File: config.mk
export PLATFORM = sky130hd
export DESIGN_NAME = imem_prog_ctrl
export DESIGN_NICKNAME = d
export VERILOG_FILES = /design/src/rtl/imem_prog_ctrl.sv
export SDC_FILE = /design/constraint.sdc
export NUM_CORES = 1
export LEC_CHECK = 0
export CORE_UTILIZATION = 45
export CTS_BUF_LIST = sky130_fd_sc_hd__clkbuf_4
export DETAILED_ROUTE_END_ITERATION = 10
export PLACE_DENSITY = 0.81
export SLEW_MARGIN = 25
export SYNTH_ARGS = -nofsm -noshare
export SYNTH_HDL_FRONTEND = slang
export SYNTH_SLANG_ARGS = --single-unit
File: constraint.sdc
create_clock -name clk -period 2.5 [get_ports clk]
set_clock_uncertainty 0.1 [all_clocks]
set_input_delay 0.625 -clock clk [delete_from_list [all_inputs] [get_ports clk]]
set_output_delay 0.625 -clock clk [all_outputs]
set_load 0.02 [all_outputs]
File: src/rtl/imem_prog_ctrl.sv
// Purpose: arbitrates the instruction store between CPU fetch and a byte-serial program loader.
// Latency: 4th byte accepted -> word write next cycle; last write -> cpu_restart pulse next cycle.
// Backpressure: byte_ready high only while collecting; the loader holds its byte otherwise.
module imem_prog_ctrl #(
    parameter int ADDR_BITS = 5,
    parameter int WIDTH     = 32
) (
    input  logic                 clk,
    input  logic                 rst_n,
    input  logic [15:0]          pc,
    output logic [ADDR_BITS-1:0] mem_raddr,
    output logic                 addr_fault,
    input  logic                 load_start,
    input  logic [ADDR_BITS-1:0] load_len,
    input  logic                 load_abort,
    input  logic                 byte_valid,
    input  logic [7:0]           byte_data,
    output logic                 byte_ready,
    output logic                 mem_we,
    output logic [ADDR_BITS-1:0] mem_waddr,
    output logic [WIDTH-1:0]     mem_wdata,
    output logic                 cpu_stall,
    output logic                 cpu_restart,
    output logic                 load_busy
);

    // One extra bit so a length of 2**ADDR_BITS words is representable.
    localparam int LEN_W = ADDR_BITS + 1;

    typedef enum logic [1:0] {
        ST_IDLE    = 2'd0,
        ST_COLLECT = 2'd1,
        ST_WRITE   = 2'd2,
        ST_DONE    = 2'd3
    } state_t;

    state_t               r_state;
    state_t               w_state_nxt;
    logic [LEN_W-1:0]     r_len;
    logic [ADDR_BITS-1:0] r_word_cnt;
    logic [1:0]           r_byte_cnt;
    logic [23:0]          r_asm;
    logic [ADDR_BITS-1:0] r_waddr;
    logic [WIDTH-1:0]     r_wdata;

    logic w_byte_ready;
    logic w_stall;
    logic w_we;
    logic w_restart;
    logic w_accept;
    logic w_last_word;

    // A byte only counts when it is not being thrown away by an abort in the same cycle.
    assign w_accept    = (r_state == ST_COLLECT) && byte_valid && !load_abort;
    assign w_last_word = ({1'b0, r_word_cnt} == (r_len - LEN_W'(1)));

    // Fetch path is never blocked; the stalled CPU simply ignores reads during a load.
    assign mem_raddr  = pc[ADDR_BITS+1:2];
    assign addr_fault = ((pc >> (ADDR_BITS + 2)) != 16'd0) || (pc[1:0] != 2'b00);

    // State register.
    always_ff @(posedge clk or negedge rst_n) begin
        if (!rst_n) begin
            r_state <= ST_IDLE;
        end else begin
            r_state <= w_state_nxt;
        end
    end

    // Next-state and control outputs; abort in COLLECT/WRITE wins over everything.
    always_comb begin
        w_state_nxt  = r_state;
        w_byte_ready = 1'b0;
        w_stall      = 1'b0;
        w_we         = 1'b0;
        w_restart    = 1'b0;
        case (r_state)
            ST_IDLE: begin
                if (load_start) begin
                    w_state_nxt = ST_COLLECT;
                end
            end
            ST_COLLECT: begin
                w_stall      = 1'b1;
                w_byte_ready = 1'b1;
                if (load_abort) begin
                    w_state_nxt = ST_IDLE;
                end else if (byte_valid && (r_byte_cnt == 2'd3)) begin
                    w_state_nxt = ST_WRITE;
                end
            end
            ST_WRITE: begin
                w_stall = 1'b1;
                if (load_abort) begin
                    w_state_nxt = ST_IDLE;
                end else begin
                    w_we        = 1'b1;
                    w_state_nxt = w_last_word ? ST_DONE : ST_COLLECT;
                end
            end
            ST_DONE: begin
                w_restart   = 1'b1;
                w_state_nxt = ST_IDLE;
            end
            default: begin
                w_state_nxt = ST_IDLE;
            end
        endcase
    end

    // Length/counters and little-endian word assembly; the write port registers hold between writes.
    always_ff @(posedge clk or negedge rst_n) begin
        if (!rst_n) begin
            r_len      <= '0;
            r_word_cnt <= '0;
            r_byte_cnt <= '0;
            r_asm      <= '0;
            r_waddr    <= '0;
            r_wdata    <= '0;
        end else begin
            if ((r_state == ST_IDLE) && load_start) begin
                r_len      <= (load_len == '0) ? (LEN_W'(1) << ADDR_BITS) : {1'b0, load_len};
                r_word_cnt <= '0;
                r_byte_cnt <= '0;
            end
            if (w_accept) begin
                r_byte_cnt <= r_byte_cnt + 2'd1;
                case (r_byte_cnt)
                    2'd0: r_asm[7:0]   <= byte_data;
                    2'd1: r_asm[15:8]  <= byte_data;
                    2'd2: r_asm[23:16] <= byte_data;
                    default: begin
                        r_wdata <= {byte_data, r_asm};
                        r_waddr <= r_word_cnt;
                    end
                endcase
            end
            if ((r_state == ST_WRITE) && !load_abort && !w_last_word) begin
                r_word_cnt <= r_word_cnt + 1'b1;
            end
        end
    end

    assign byte_ready  = w_byte_ready;
    assign cpu_stall   = w_stall;
    assign mem_we      = w_we;
    assign cpu_restart = w_restart;
    assign load_busy   = (r_state != ST_IDLE);
    assign mem_waddr   = r_waddr;
    assign mem_wdata   = r_wdata;

endmodule

==> flow_metrics.tcl, run 1 <==
# flow metrics
set metrics [dict create \
    outcome "finished clean" \
    yosys.area.top_type_share_pct 57.12 \
    r2r-end "r_asm[17]" \
    grt_pass1_wl_um 10300 \
    met2_usage_pct 29.32 \
    max-vdd-ir-drop_mv 0.5611 \
    cts_inserted_buffers 9 \
    dieArea_sq_mm 0.007747 \
    groute.usage.overall_pct 17.70 \
    die_w_um 88.02 \
    vias 2089 \
    netlist_area_sq_mm 0.003329 \
    rows 30 \
    cts_setup_buffers 0 \
    path_max_fanout 1 \
    met1_usage_pct 22.60 \
    synth_stat.cells 245 \
    wl_um 5994 \
    combPwrFrac_pct 37.9 \
    crit_start "pc[8]" \
    via_per_inst 4.939 \
    synth-edff-count 0 \
    clkPwrFrac_pct 16.8 \
    grt_pass1_vias 2211 \
    synthSimpleGateAreaFrac_pct 6.877 \
    diodes 0 \
    p_comb_uw 1600 \
    fmax_ghz 0.4298 \
    drv_slew 0 \
    warnings 33 \
    lay_top_count "dfrtp_1" \
    worstPathArrival_ns 1.60 \
    clkLatencyLatePin_ns 0.39 \
    syn_avg_cell_area_sq_um 13.59 \
    synthDistinctLibCells 36 \
    worst-r2r-cell-count 6 \
    p_int_uw 2743 \
    gp_congestion 0.7732 \
    h-tree-depth 3 \
    synth_adder_area_share_pct 4.134 \
]
## run 1: worst max-delay path, cell delays in order
cell and delay, ns:
clkdlybuf4s50_1 0.42, nor4_2 0.28, nand3_1 0.11, clkbuf_2 0.17
## run 1: kinds of logic after synthesis
| kind of cell | after synthesis |
|---|---|
| flip-flops | 76 |
| multiplexers | 64 |
| AND/OR/NAND/NOR | 43 |
| buffers and inverters | 23 |
| AND-OR/OR-AND | 20 |
| adder cells (fa/ha/maj) | 11 |
| XOR/XNOR | 8 |
## run 1: synth_stat cells (3+ instances only)
master,n
ha_1,11
o221ai_2,3
xor2_1,3
nand3_1,5
nand2_1,18
nor3_1,6
mux2i_1,3
mux2_1,61
dfrtp_1,76
xnor2_1,5
buf_4,5
o21ai_1,7
inv_1,11
## run 1: how the worst max path moves through the flow
| stage | depth (start not counted) | endpoint |
|---|---|---|
| after floorplan | 7 | r_asm[0] |
| after global placement | 4 | addr_fault |
| after detailed placement | 4 | addr_fault |
| after CTS | 4 | addr_fault |
| after global routing | 4 | addr_fault |
| final | 4 | addr_fault |
## run 1: metrics by stage
step	setup WS [ns]	area, sq um	TNS (ns)	power [uW]	util, %
after floorplan	0.4531	3329	0	2915	-
after global placement	-0.1729	4174	-0.2515	3503	59.78
after detailed placement	-0.1686	4174	-0.2562	3580	59.78
after CTS	0.04449	4297	0	4262	61.54
after global routing	0.08104	4305	0	4502	61.67
final	0.1731	4305	0	4211	61.67
## run 1: cell type report
type	instances	area, sq um	area share, %
Multi-Input combinational cell	146	1338	31.07
Sequential cell	76	1902	44.17
Tap cell	96	120.1	2.790
Clock buffer	10	75.07	1.744
Clock inverter	5	53.80	1.250
Timing Repair Buffer	77	768.2	17.84
Inverter	13	48.80	1.133
Fig. 1: run 1, the metal 2 layer
(4 px per um) Cells faint in the background.
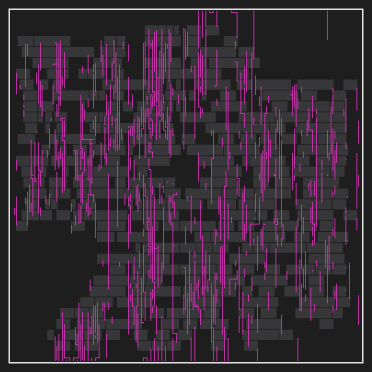
share of all routed wire: 49%
wire length on this layer: 2960 um
nets with wire on the layer: 334
main direction: vertical
longest straight run: 28.9 um

Fig. 2: run 1, cell classes on the final placement
(4 px per um) Fill, decap, tap and diode cells in grey.
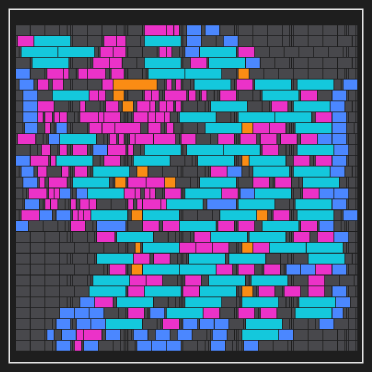
| colour | class | cells | share of their area |
|---|---|---|---|
| cyan | flip-flops | 76 | 45% |
| orange | clock drivers and dummy loads | 15 | 3.1% |
| magenta | all other logic | 159 | 33% |
| blue | other buffers and delay cells | 77 | 18% |

Fig. 3: run 1, clock network drawn from the DEF
(6 px per um)
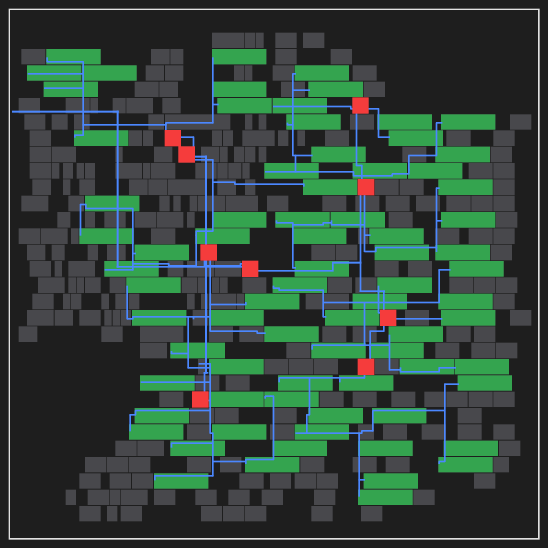
[green] flip-flops | count: 76
[red] cells driving clock nets | count: 9
[blue] clock wires | length: 833 um
flops lie: widely spread
routed clock nets: 10

==> run 1 -> run 2 <==
CTS_CLUSTER_DIAMETER = 200   (was not set)
Fig. 4: run 2, the metal 2 layer
(4 px per um) Cells faint in the background.
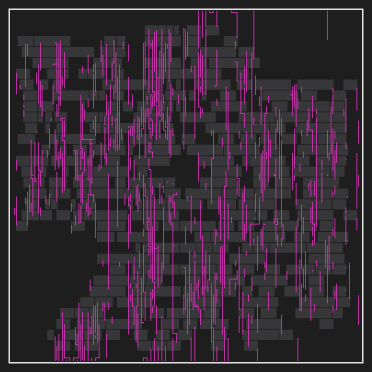
wire length on this layer: 2960 um
nets with wire on the layer: 334
main direction: vertical
share of all routed wire: 49%
longest straight run: 28.9 um

==> flow_metrics.tcl, run 2 <==
# flow metrics
set metrics [dict create \
    outcome "finished clean" \
    met1_usage_pct 22.60 \
    vias 2089 \
    via_per_inst 4.939 \
    clkTransAtPathRegs_ns 0.11 \
    diodes 0 \
    h-tree-depth 3 \
    power_uw 4211 \
    p_int_uw 2743 \
    yosys.area.top_type_share_pct 57.12 \
    dpl-instance-area_sq_mm 0.004174 \
    synthTopCellsByCount "dfrtp_1, mux2_1, nand2_1" \
    netlist_area_sq_mm 0.003329 \
    cpMaxStageDelayCell "clkdlybuf4s50_1" \
    cp_num_buf_inv 2 \
    dieArea_sq_mm 0.007747 \
    final_util_pct 61.67 \
    wl_um 5994 \
    worst_slack_ns 0.1731 \
    die_w_um 88.02 \
    grt_pass1_vias 2211 \
    lay_top_count "dfrtp_1" \
    finalInstanceArea_sq_mm 0.004305 \
    max-vdd-ir-drop_mv 0.5611 \
    gp_congestion 0.7732 \
    fmax_ghz 0.4298 \
    warnings 33 \
    critical_path.max_stage_delay_ns 0.42 \
    clkPwrFrac_pct 16.8 \
    synth_stat.cells 245 \
    top_cell "dfrtp_1" \
    crit_family "buffers and inverters" \
    groute.usage.overall_pct 17.70 \
    path_max_fanout 1 \
    clkSinkCount 76 \
    path_cells "clkdlybuf4s50_1 > nor4_2 > nand3_1 > clkbuf_2" \
    rows 30 \
    worstPathArrival_ns 1.60 \
    grt_pass1_wl_um 10300 \
    drv_slew 0 \
    synth-edff-count 0 \
    clkLatencyLatePin_ns 0.39 \
]
[run 2: area by class of cell]
type,instances,area (sq um)
inverter,13,48.80
sequential,76,1902
tap,96,120.1
multi-input combinational,146,1338
clock buffer,10,75.07
timing repair buffer,77,768.2
clock inverter,5,53.80
fill,586,2676
[run 2: cells by family (layout without fill, tap and decap cells)]
logic type,after synthesis,in the layout,synth area share (%)
compound gates,20,20,4.998
flops,76,76,57.12
xor+xnor,8,8,2.105
fa+ha+maj,11,11,4.134
buf+inv,23,105,3.232
simple gates,43,43,6.877
mux,64,64,21.53
[run 2: final timing paths]
kind / slack [ns] / end / depth (start not counted) / from
worst max-delay path: 0.17 / addr_fault / 4 / pc[8]
worst min-delay path: 0.09 / mem_wdata[6] / 1 / rst_n
worst max register to register: 0.42 / r_asm[17] / 6 / r_state[1]
worst min register to register: 0.39 / mem_wdata[11] / 1 / r_asm[11]
max in group asynchronous: 1.64 / r_byte_cnt[0] / 2 / rst_n
min in group clk: 0.39 / mem_wdata[11] / 1 / r_asm[11]
[run 2: power by group through the flow]
stage          Sequential [uW]  Clock (uW)  Combinational, uW
2_1_floorplan             2050           0                864
3_3_place_gp              1920           0               1580
3_5_place_dp              1940           0               1640
4_1_cts                   1910         725               1620
5_1_grt                   1960         786               1750
6_report                  1910         706               1600
[run 2: per-stage QoR]
stage | std cells | setup TNS [ns]
after floorplan | 245 | 0
after global placement | 408 | -0.2515
after detailed placement | 408 | -0.2562
after CTS | 423 | 0
after global routing | 423 | 0
final | 423 | 0
[run 2: metal layers]
| metal | part of all wire (%) | vias up |
|---|---|---|
| met4 | 1.3 | 0 |
| met5 | 0 | - |
| met2 | 49 | 59 |
| met3 | 5.5 | 8 |
| li1 | - | 1005 |
| met1 | 44 | 1017 |
==> run 2 -> run 3 <==
ABC_CLOCK_PERIOD_IN_PS = 2500   (was not set)
Fig. 5: run 3, clock network drawn from the DEF
(6 px per um)
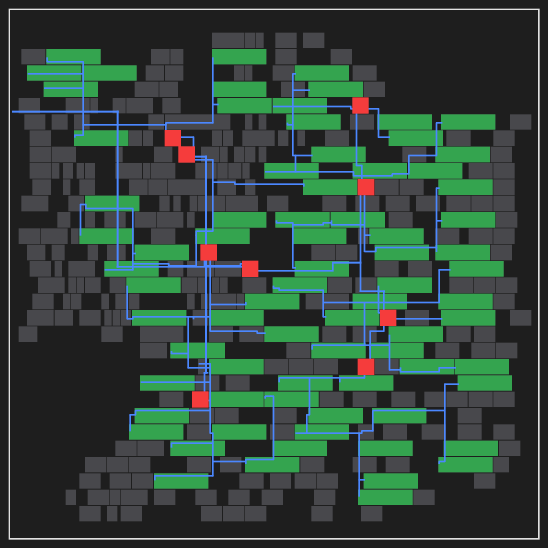
[green] flip-flops | count: 76
[red] cells driving clock nets | count: 9
[blue] clock wires | length: 833 um
flops lie: widely spread

==> flow_metrics.tcl, run 3 <==
# flow metrics
set metrics [dict create \
    outcome "finished clean" \
    n_fill_cell 586 \
    met1_usage_pct 22.60 \
    gp_congestion 0.7732 \
    finalInstanceArea_sq_mm 0.004305 \
    place_ws_ns -0.1686 \
    rows 30 \
    clkLatencyLatePin_ns 0.39 \
    rr_startpoint "r_state[1]" \
    worst_slack_ns 0.1731 \
    clkSinkCount 76 \
    wl_um 5994 \
    netlist_area_sq_mm 0.003329 \
    synthTopCellsByCount "dfrtp_1, mux2_1, nand2_1" \
    dieArea_sq_mm 0.007747 \
    warnings 33 \
    synthDistinctLibCells 36 \
    worstPathArrival_ns 1.60 \
    synth_stat.cells 245 \
    groute.usage.overall_pct 17.70 \
    top_cell "dfrtp_1" \
]
## run 3: logic make-up after synthesis
family | Yosys count | synth area share [%]
muxes | 64 | 21.53
xor gates and xnor gates | 8 | 2.105
DFF | 76 | 57.12
buffers and inverters | 23 | 3.232
adders and majority gates | 11 | 4.134
AOI/OAI and AO/OA | 20 | 4.998
and+or+nand+nor | 43 | 6.877
## run 3: timing repair
item / in CTS / in global routing
pin swaps: 0 / 0
endpoints found under the setup margin: 5 / 1
resized: 5 / 4
## run 3: metal layers
layer | vias to the layer above | wire, um
li1 | 1005 | -
met1 | 1017 | 2623
met2 | 59 | 2963
met3 | 8 | 328
met4 | 0 | 79
met5 | - | 0
## run 3: area by class of cell
type / count / area [sq um] / share of cell area (%)
repair buffers: 77 / 768.2 / 17.84
multi-input cells: 146 / 1338 / 31.07
well taps: 96 / 120.1 / 2.790
clock buffers: 10 / 75.07 / 1.744
inverters: 13 / 48.80 / 1.133
flip-flops and latches: 76 / 1902 / 44.17
clock inverters: 5 / 53.80 / 1.250
## run 3: worst max-delay path: cells and delay by family
kind,cells,cell delay [ns]
simple gates,2,0.39
buf+inv,2,0.59
## run 3: how the worst max path moves through the flow
| stage | start | end | slack (ns) | cells after the start |
|---|---|---|---|---|
| final | pc[8] | addr_fault | 0.17 | 4 |
| after CTS | pc[9] | addr_fault | 0.04 | 4 |
| after detailed placement | pc[8] | addr_fault | -0.17 | 4 |
| after global routing | pc[9] | addr_fault | 0.08 | 4 |
| after floorplan | r_state[1] | r_asm[0] | 0.45 | 7 |
| after global placement | pc[9] | addr_fault | -0.17 | 4 |
## run 3: report_power, final
part	internal [uW]	switching, uW	leakage, uW
logic	791	807	0.000943
clock network	306	400	0.0000659
registers	1650	261	0.00101
Power figures rest on the tool's default switching activity, not on a simulated workload.
